**Run 1: pin map**

Scale: 6 px per um. Pins as bars across the die edge, other pins in gray.
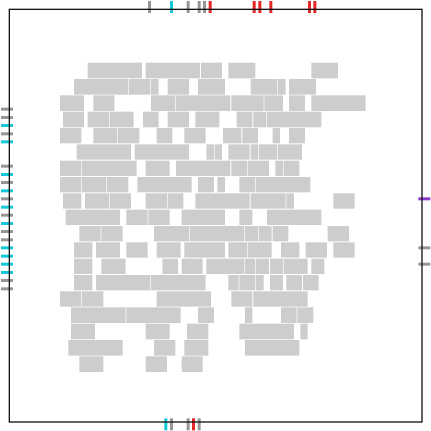
**Run 1: placed standard cells**

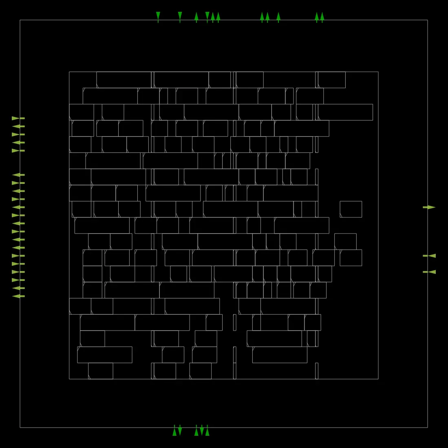
**Run 1: wiring by layer**

Scale: 6 px per um. Two of the layers only.
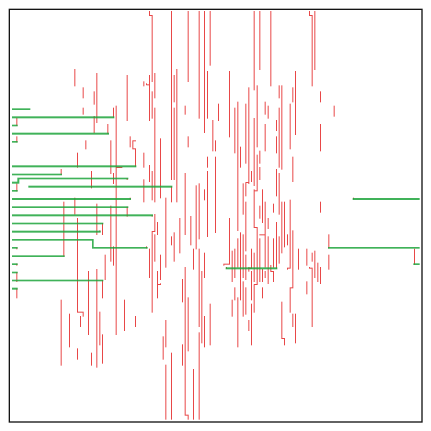
==> config.mk <==
export PLATFORM = sky130hd
export DESIGN_NAME = song_reader
export DESIGN_NICKNAME = d
export VERILOG_FILES = /design/src/rtl/song_reader.sv
export SDC_FILE = /design/constraint.sdc
export NUM_CORES = 1
export LEC_CHECK = 0
export CAP_MARGIN = 20
export CORE_MARGIN = 8
export CORE_UTILIZATION = 39
export DETAILED_ROUTE_END_ITERATION = 10
export PLACE_DENSITY = 0.73
export SLEW_MARGIN = 20
export SYNTH_ARGS = -nofsm -noshare
export SYNTH_HDL_FRONTEND = slang
export SYNTH_SLANG_ARGS = --single-unit
==> constraint.sdc <==
create_clock -name clk -period 1.8 [get_ports clk]
set_clock_uncertainty 0.1 [all_clocks]
set_input_delay 0.36 -clock clk [delete_from_list [all_inputs] [get_ports clk]]
set_output_delay 0.36 -clock clk [all_outputs]
set_load 0.005 [all_outputs]
==> src/rtl/song_reader.sv <==
// song_reader: walks a song held in an external synchronous ROM and hands each
// note/duration pair to note_player with a one-cycle load_new_note strobe.
// Optional build macro SONG_LOOP_EN: the song replays from entry 0 at its end
// and song_done pulses for one cycle instead of staying high.
module song_reader #(
  parameter int SONG_BITS = 2,
  parameter int NOTE_BITS = 5
) (
  input  logic                           clk,
  input  logic                           reset,
  input  logic                           play,
  input  logic [SONG_BITS-1:0]           song_sel,
  input  logic                           new_song,
  input  logic                           done_with_note,
  output logic [SONG_BITS+NOTE_BITS-1:0] rom_addr,
  input  logic [11:0]                    rom_data,
  output logic [5:0]                     note_to_load,
  output logic [5:0]                     duration_to_load,
  output logic                           load_new_note,
  output logic                           song_done
);

  typedef enum logic [2:0] {
    ST_IDLE,
    ST_FETCH,
    ST_CHECK,
    ST_LOAD,
    ST_WAIT,
    ST_END
  } state_t;

  state_t               state, state_next;
  logic [SONG_BITS-1:0] song, song_next;
  logic [NOTE_BITS-1:0] index, index_next;
  logic                 latch;
  logic                 song_end;
  logic                 done_next;

  // Next-state, next song/index and strobe decisions.
  always_comb begin
    // NOTE: every signal gets a default before any branch so no path leaves
    // a variable unassigned, which would otherwise infer a latch.
    state_next = state;
    song_next  = song;
    index_next = index;
    latch      = 1'b0;
    song_end   = 1'b0;
`ifdef SONG_LOOP_EN
    done_next  = 1'b0;
`else
    done_next  = song_done;
`endif

    if (new_song) begin
      // Restart wins over everything, including a done_with_note this cycle.
      song_next  = song_sel;
      index_next = '0;
      done_next  = 1'b0;
      state_next = ST_FETCH;
    end else begin
      unique case (state)
        ST_IDLE:  if (play) state_next = ST_FETCH;
        ST_FETCH: if (play) state_next = ST_CHECK;
        ST_CHECK: begin
          if (play) begin
            if (rom_data[5:0] == 6'd0) begin
              song_end = 1'b1;
            end else begin
              latch      = 1'b1;
              state_next = ST_LOAD;
            end
          end
        end
        ST_LOAD:  state_next = ST_WAIT;
        ST_WAIT: begin
          if (done_with_note) begin
            if (index == '1) begin
              song_end = 1'b1;
            end else begin
              index_next = index + NOTE_BITS'(1);
              state_next = ST_FETCH;
            end
          end
        end
        ST_END:   state_next = ST_END;
        default:  state_next = ST_IDLE;
      endcase

      if (song_end) begin
        done_next = 1'b1;
`ifdef SONG_LOOP_EN
        index_next = '0;
        state_next = ST_FETCH;
`else
        state_next = ST_END;
`endif
      end
    end
  end

  // FSM state register.
  always_ff @(posedge clk or posedge reset) begin
    // NOTE: clocked state uses non-blocking assignments so every register
    // samples the pre-edge values, independent of statement order.
    if (reset) state <= ST_IDLE;
    else       state <= state_next;
  end

  // Datapath registers; rom_addr is loaded from the next song/index so the
  // address is already stable during the FETCH cycle that follows.
  always_ff @(posedge clk or posedge reset) begin
    if (reset) begin
      song             <= '0;
      index            <= '0;
      rom_addr         <= '0;
      note_to_load     <= '0;
      duration_to_load <= '0;
      load_new_note    <= 1'b0;
      song_done        <= 1'b0;
    end else begin
      song          <= song_next;
      index         <= index_next;
      rom_addr      <= {song_next, index_next};
      load_new_note <= latch;
      song_done     <= done_next;
      if (latch) begin
        note_to_load     <= rom_data[11:6];
        duration_to_load <= rom_data[5:0];
      end
    end
  end

endmodule

==> impl_metrics.csv, run 1 <==
group,metric,value,unit
place,dpl-instance-area,1589,um2
logic_synthesis,synth_area,1077,um2
global_route,grt_use_met3,0.05977,
timing,layout_setup_ws,-0.2086,ns
layout,n_all_buffers,55,
setup_path,cp_cell_sequence,"ha_2 > and3_4 > ha_4 > nor2b_1 > o31ai_1 > a31oi_1 > or2_1 > a221o_1",
logic_synthesis,topCombFamilyByArea,"multiplexers",
logic_synthesis,synth_flops,24,
timing,tightest_slew,0.3328,ns
detailed_routing,ant_nets,0,
job,warnings,29,
logic_synthesis,synth.yosys.warnings,0,
global_route,grt_max_degree,25,
layout,drive_above_1_share,0.3043,
timing,timing.hold.ws,0.2978,ns
timing,period_minus_slack,2.009,ns
die,io_pins,40,
layout,diodes,0,
pwr,power,1.474,mW
outcome,status,"finished, violations left",
timing,maxSlewViolCount,0,
cts,cts_root_buf,"clkbuf_4",
layout,fin_area,1700,um2
cts,post-cts-setup-buffer-count,1,
logic_synthesis,synth.area.mux_share,0.1742,
detailed_routing,vias,860,
cts,cts_sinks,24,
outcome,violations,"negative setup slack",
timing,finalSetupViolations,13,
setup_path,crit_path_end,"state[0]",
cts,cts.path.max_buffers,2,
place,gp_routability_congestion,0.7870,
logic_synthesis,yosysChipArea,1077,um2
layout,buf_share,0.3142,
logic_synthesis,yosysUniqueCellTypes,31,
place,dpl.cell_count,163,
layout,comb_area_frac,0.2943,
logic_synthesis,ys_cells,85,
layout,clkbuf_count,3,
setup_path,slowest_stage,"dfrtp_1",
layout,nNonClkInverters,1,
global_route,antenna_found_initial,0,
die,fp-row-count,19,
detailed_routing,dr.pass1.iters,4,
setup_path,crit_type,"flop to flop",
global_route,met1_usage,0.1341,
logic_synthesis,adder_share,0.02323,
setup_path,path_buffers,0,
logic_synthesis,synthCells,85,
Back to the opening pictures, 'pin map':
- `rom_data`: cyan (pins 12; direction input; edge 10 west, 1 south, 1 north)
- `rom_addr`: red (pins 7; direction output; edge 6 north, 1 south)
- `song_done`: purple (pins 1; direction output; edge east)
DIE WIDTH: 68.56 um
port buffer count: 39
chip height: 68.56 um

Back to the opening pictures, 'placed standard cells':
fillcell total: 224
Seq/total area: 0.3532

Back to the opening pictures, 'wiring by layer':
- met3: green (wire length 286 um)
- met2: red (wire length 1,230 um)

-- run 1: state kept, by name (all words and copies together), names as in the netlist --
signal            cells
state                 3
song_done             1
note_to_load          6
index                 4
duration_to_load      6
song                  1
load_new_note         1
rom_addr              2
-- run 1: power breakdown --
group | total [mW] | switching [mW] | internal [mW]
Combinational | 0.533 | 0.172 | 0.360
Clock | 0.221 | 0.143 | 0.0779
Sequential | 0.721 | 0.0605 | 0.660
Total | 1.47 | 0.376 | 1.10
-- run 1: Yosys cell counts --
library cell | count | area share
a211o_1 | 1 | 0.0081
a211oi_1 | 1 | 0.0070
a21oi_1 | 1 | 0.0046
a221o_1 | 1 | 0.0093
a22o_2 | 1 | 0.0093
a31oi_1 | 1 | 0.0058
and3_1 | 2 | 0.012
buf_2 | 2 | 0.0093
buf_4 | 1 | 0.0070
buf_6 | 1 | 0.010
clkbuf_1 | 1 | 0.0035
dfrtp_1 | 24 | 0.56
ha_1 | 2 | 0.023
inv_1 | 1 | 0.0035
mux2_2 | 14 | 0.15
mux2i_1 | 3 | 0.028
nand2_1 | 1 | 0.0035
nand2b_1 | 1 | 0.0058
nand4_1 | 1 | 0.0058
nor2_1 | 10 | 0.035
nor2b_1 | 3 | 0.017
nor3_2 | 1 | 0.0093
nor3b_1 | 1 | 0.0070
nor4_1 | 1 | 0.0058
nor4bb_1 | 1 | 0.0093
o21ai_0 | 1 | 0.0046
o31ai_1 | 1 | 0.0070
or2_1 | 1 | 0.0058
or4_1 | 1 | 0.0070
xnor2_1 | 1 | 0.0081
xor2_1 | 3 | 0.024
-- run 1: routing by layer --
| metal | part of all wire | routed length [um] |
|---|---|---|
| met5 | 0 | 0 |
| met4 | 0.0047 | 12 |
| met3 | 0.11 | 285 |
| met2 | 0.48 | 1225 |
| met1 | 0.40 | 1030 |
==> inputs of run 2 (changes only) <==
--- a/config.mk
+++ b/config.mk
@@ -5,11 +5,14 @@
 export SDC_FILE = /design/constraint.sdc
 export NUM_CORES = 1
 export LEC_CHECK = 0
+export ABC_AREA = 1
 export CAP_MARGIN = 20
 export CORE_MARGIN = 8
-export CORE_UTILIZATION = 39
+export CORE_UTILIZATION = 40
+export CTS_CLUSTER_SIZE = 20
 export DETAILED_ROUTE_END_ITERATION = 10
-export PLACE_DENSITY = 0.73
+export PLACE_DENSITY = 0.72
+export SETUP_SLACK_MARGIN = 0.3
 export SLEW_MARGIN = 20
 export SYNTH_ARGS = -nofsm -noshare
 export SYNTH_HDL_FRONTEND = slang
==> impl_metrics.csv, run 2 <==
group,metric,value,unit
die,fp-row-count,20,
logic_synthesis,yosysChipArea,1206,um2
timing,maxSlewViolCount,0,
layout,drive_above_1_share,0.2249,
setup_path,path_buffers,2,
logic_synthesis,synth_flops,24,
timing,period_minus_slack,1.680,ns
logic_synthesis,synth.most_common_cell,"nand2_1",
place,gp_routability_congestion,0.7839,
logic_synthesis,yosysUniqueCellTypes,23,
logic_synthesis,ys.flop_type,"dfrtp_1",
layout,diodes,0,
detailed_routing,dr.pass1.iters,4,
place,dpl.cell_count,225,
layout,reg_top3,"duration_to_load x6, note_to_load x6, index x4",
detailed_routing,dr_wl_met3,283,um
cts,cts_sinks,24,
logic_synthesis,topCellsByArea,"dfrtp_1 50%, nand2_1 18%, inv_1 4.7%, nor2_1 3.7%, nand3_1 3.3%",
outcome,status,"complete, no violations",
setup_path,crit_path_end,"state[0]",
logic_synthesis,synth_area,1206,um2
logic_synthesis,synth.yosys.warnings,0,
detailed_routing,wl_met2,1560,um
timing,finalSetupViolations,0,
logic_synthesis,synth-edff-count,0,
logic_synthesis,async_flop_share,1.000,
pwr,power,1.749,mW
cts,cts.path.max_buffers,2,
place,dpl-instance-area,1682,um2
-- run 2: per-stage QoR --
step / utilization / hold slack (ns)
3_3_place_gp: 0.5695 / 0.3588
6_report: 0.6165 / 0.2717
2_1_floorplan: - / 0.2746
5_1_grt: 0.6165 / 0.2975
3_5_place_dp: 0.5695 / 0.3594
4_1_cts: 0.5864 / 0.2734
-- run 2: worst min path at each step --
stage,cells past startpoint,endpoint,from
after floorplan,1,duration_to_load[0],reset
after global placement,2,rom_addr[6],rom_addr[6]
after detailed placement,2,rom_addr[6],rom_addr[6]
after CTS,3,note_to_load[3],reset
after global routing,3,note_to_load[4],reset
final,3,index[2],reset
-- run 2: report_power, final --
group          leakage, nW  total, mW  internal, mW  switching, mW
logic                0.645      0.712         0.376          0.336
clock network       0.0138      0.229        0.0782          0.150
registers            0.310      0.808         0.695          0.113
total                0.969       1.75          1.15          0.600
-- run 2: cells by family after synthesis --
| kind of cell | count (synthesis) | synth area share |
|---|---|---|
| buffers and inverters | 20 | 0.08506 |
| adders and majority gates | 2 | 0.02074 |
| muxes | 1 | 0.008299 |
| and+or+nand+nor | 89 | 0.3185 |
| DFF | 24 | 0.4979 |
| AOI/OAI and AO/OA | 14 | 0.06950 |
-- run 2: layout make-up --
type	count	area, um2
inverters	17	68.82
well taps	33	41.29
repair buffers	59	533.0
clock buffers	3	22.52
flip-flops and latches	24	603.1
fillers	267	1132
multi-input cells	106	551.8
-- run 2: per-layer routing --
layer / vias to the layer above / GRT usage
li1: 595 / -
met1: 552 / 0.1477
met2: 47 / 0.2039
met3: 7 / 0.04802
met4: 0 / 0.05081
met5: - / 0
-- run 2: worst min-delay path, cell delays in order --
cell	delay, ns
clkdlybuf4s50_1	0.39
inv_1	0.05
buf_4	0.28
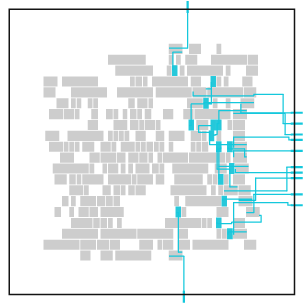
**Above:** run 2 (I/O nets highlighted).
Scale: 4 px per um.
- `rom_data`: cyan (direction input; end cells 15; buffers 12; wire 370 um)
Top Ports: 40

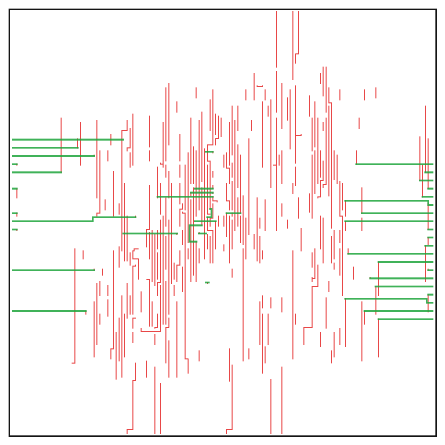
**Above:** run 2 (wiring by layer).
Scale: 6 px per um. Two of the layers only.
- met3: green (wire length 284 um)
- met2: red (wire length 1,560 um)
Detailed Route WL: 3241 um
total track usage: 0.1266
Vias: 1,201
Wirelength per Cell: 13.39 um

Power figures rest on the tool's default switching activity, not on a simulated workload.
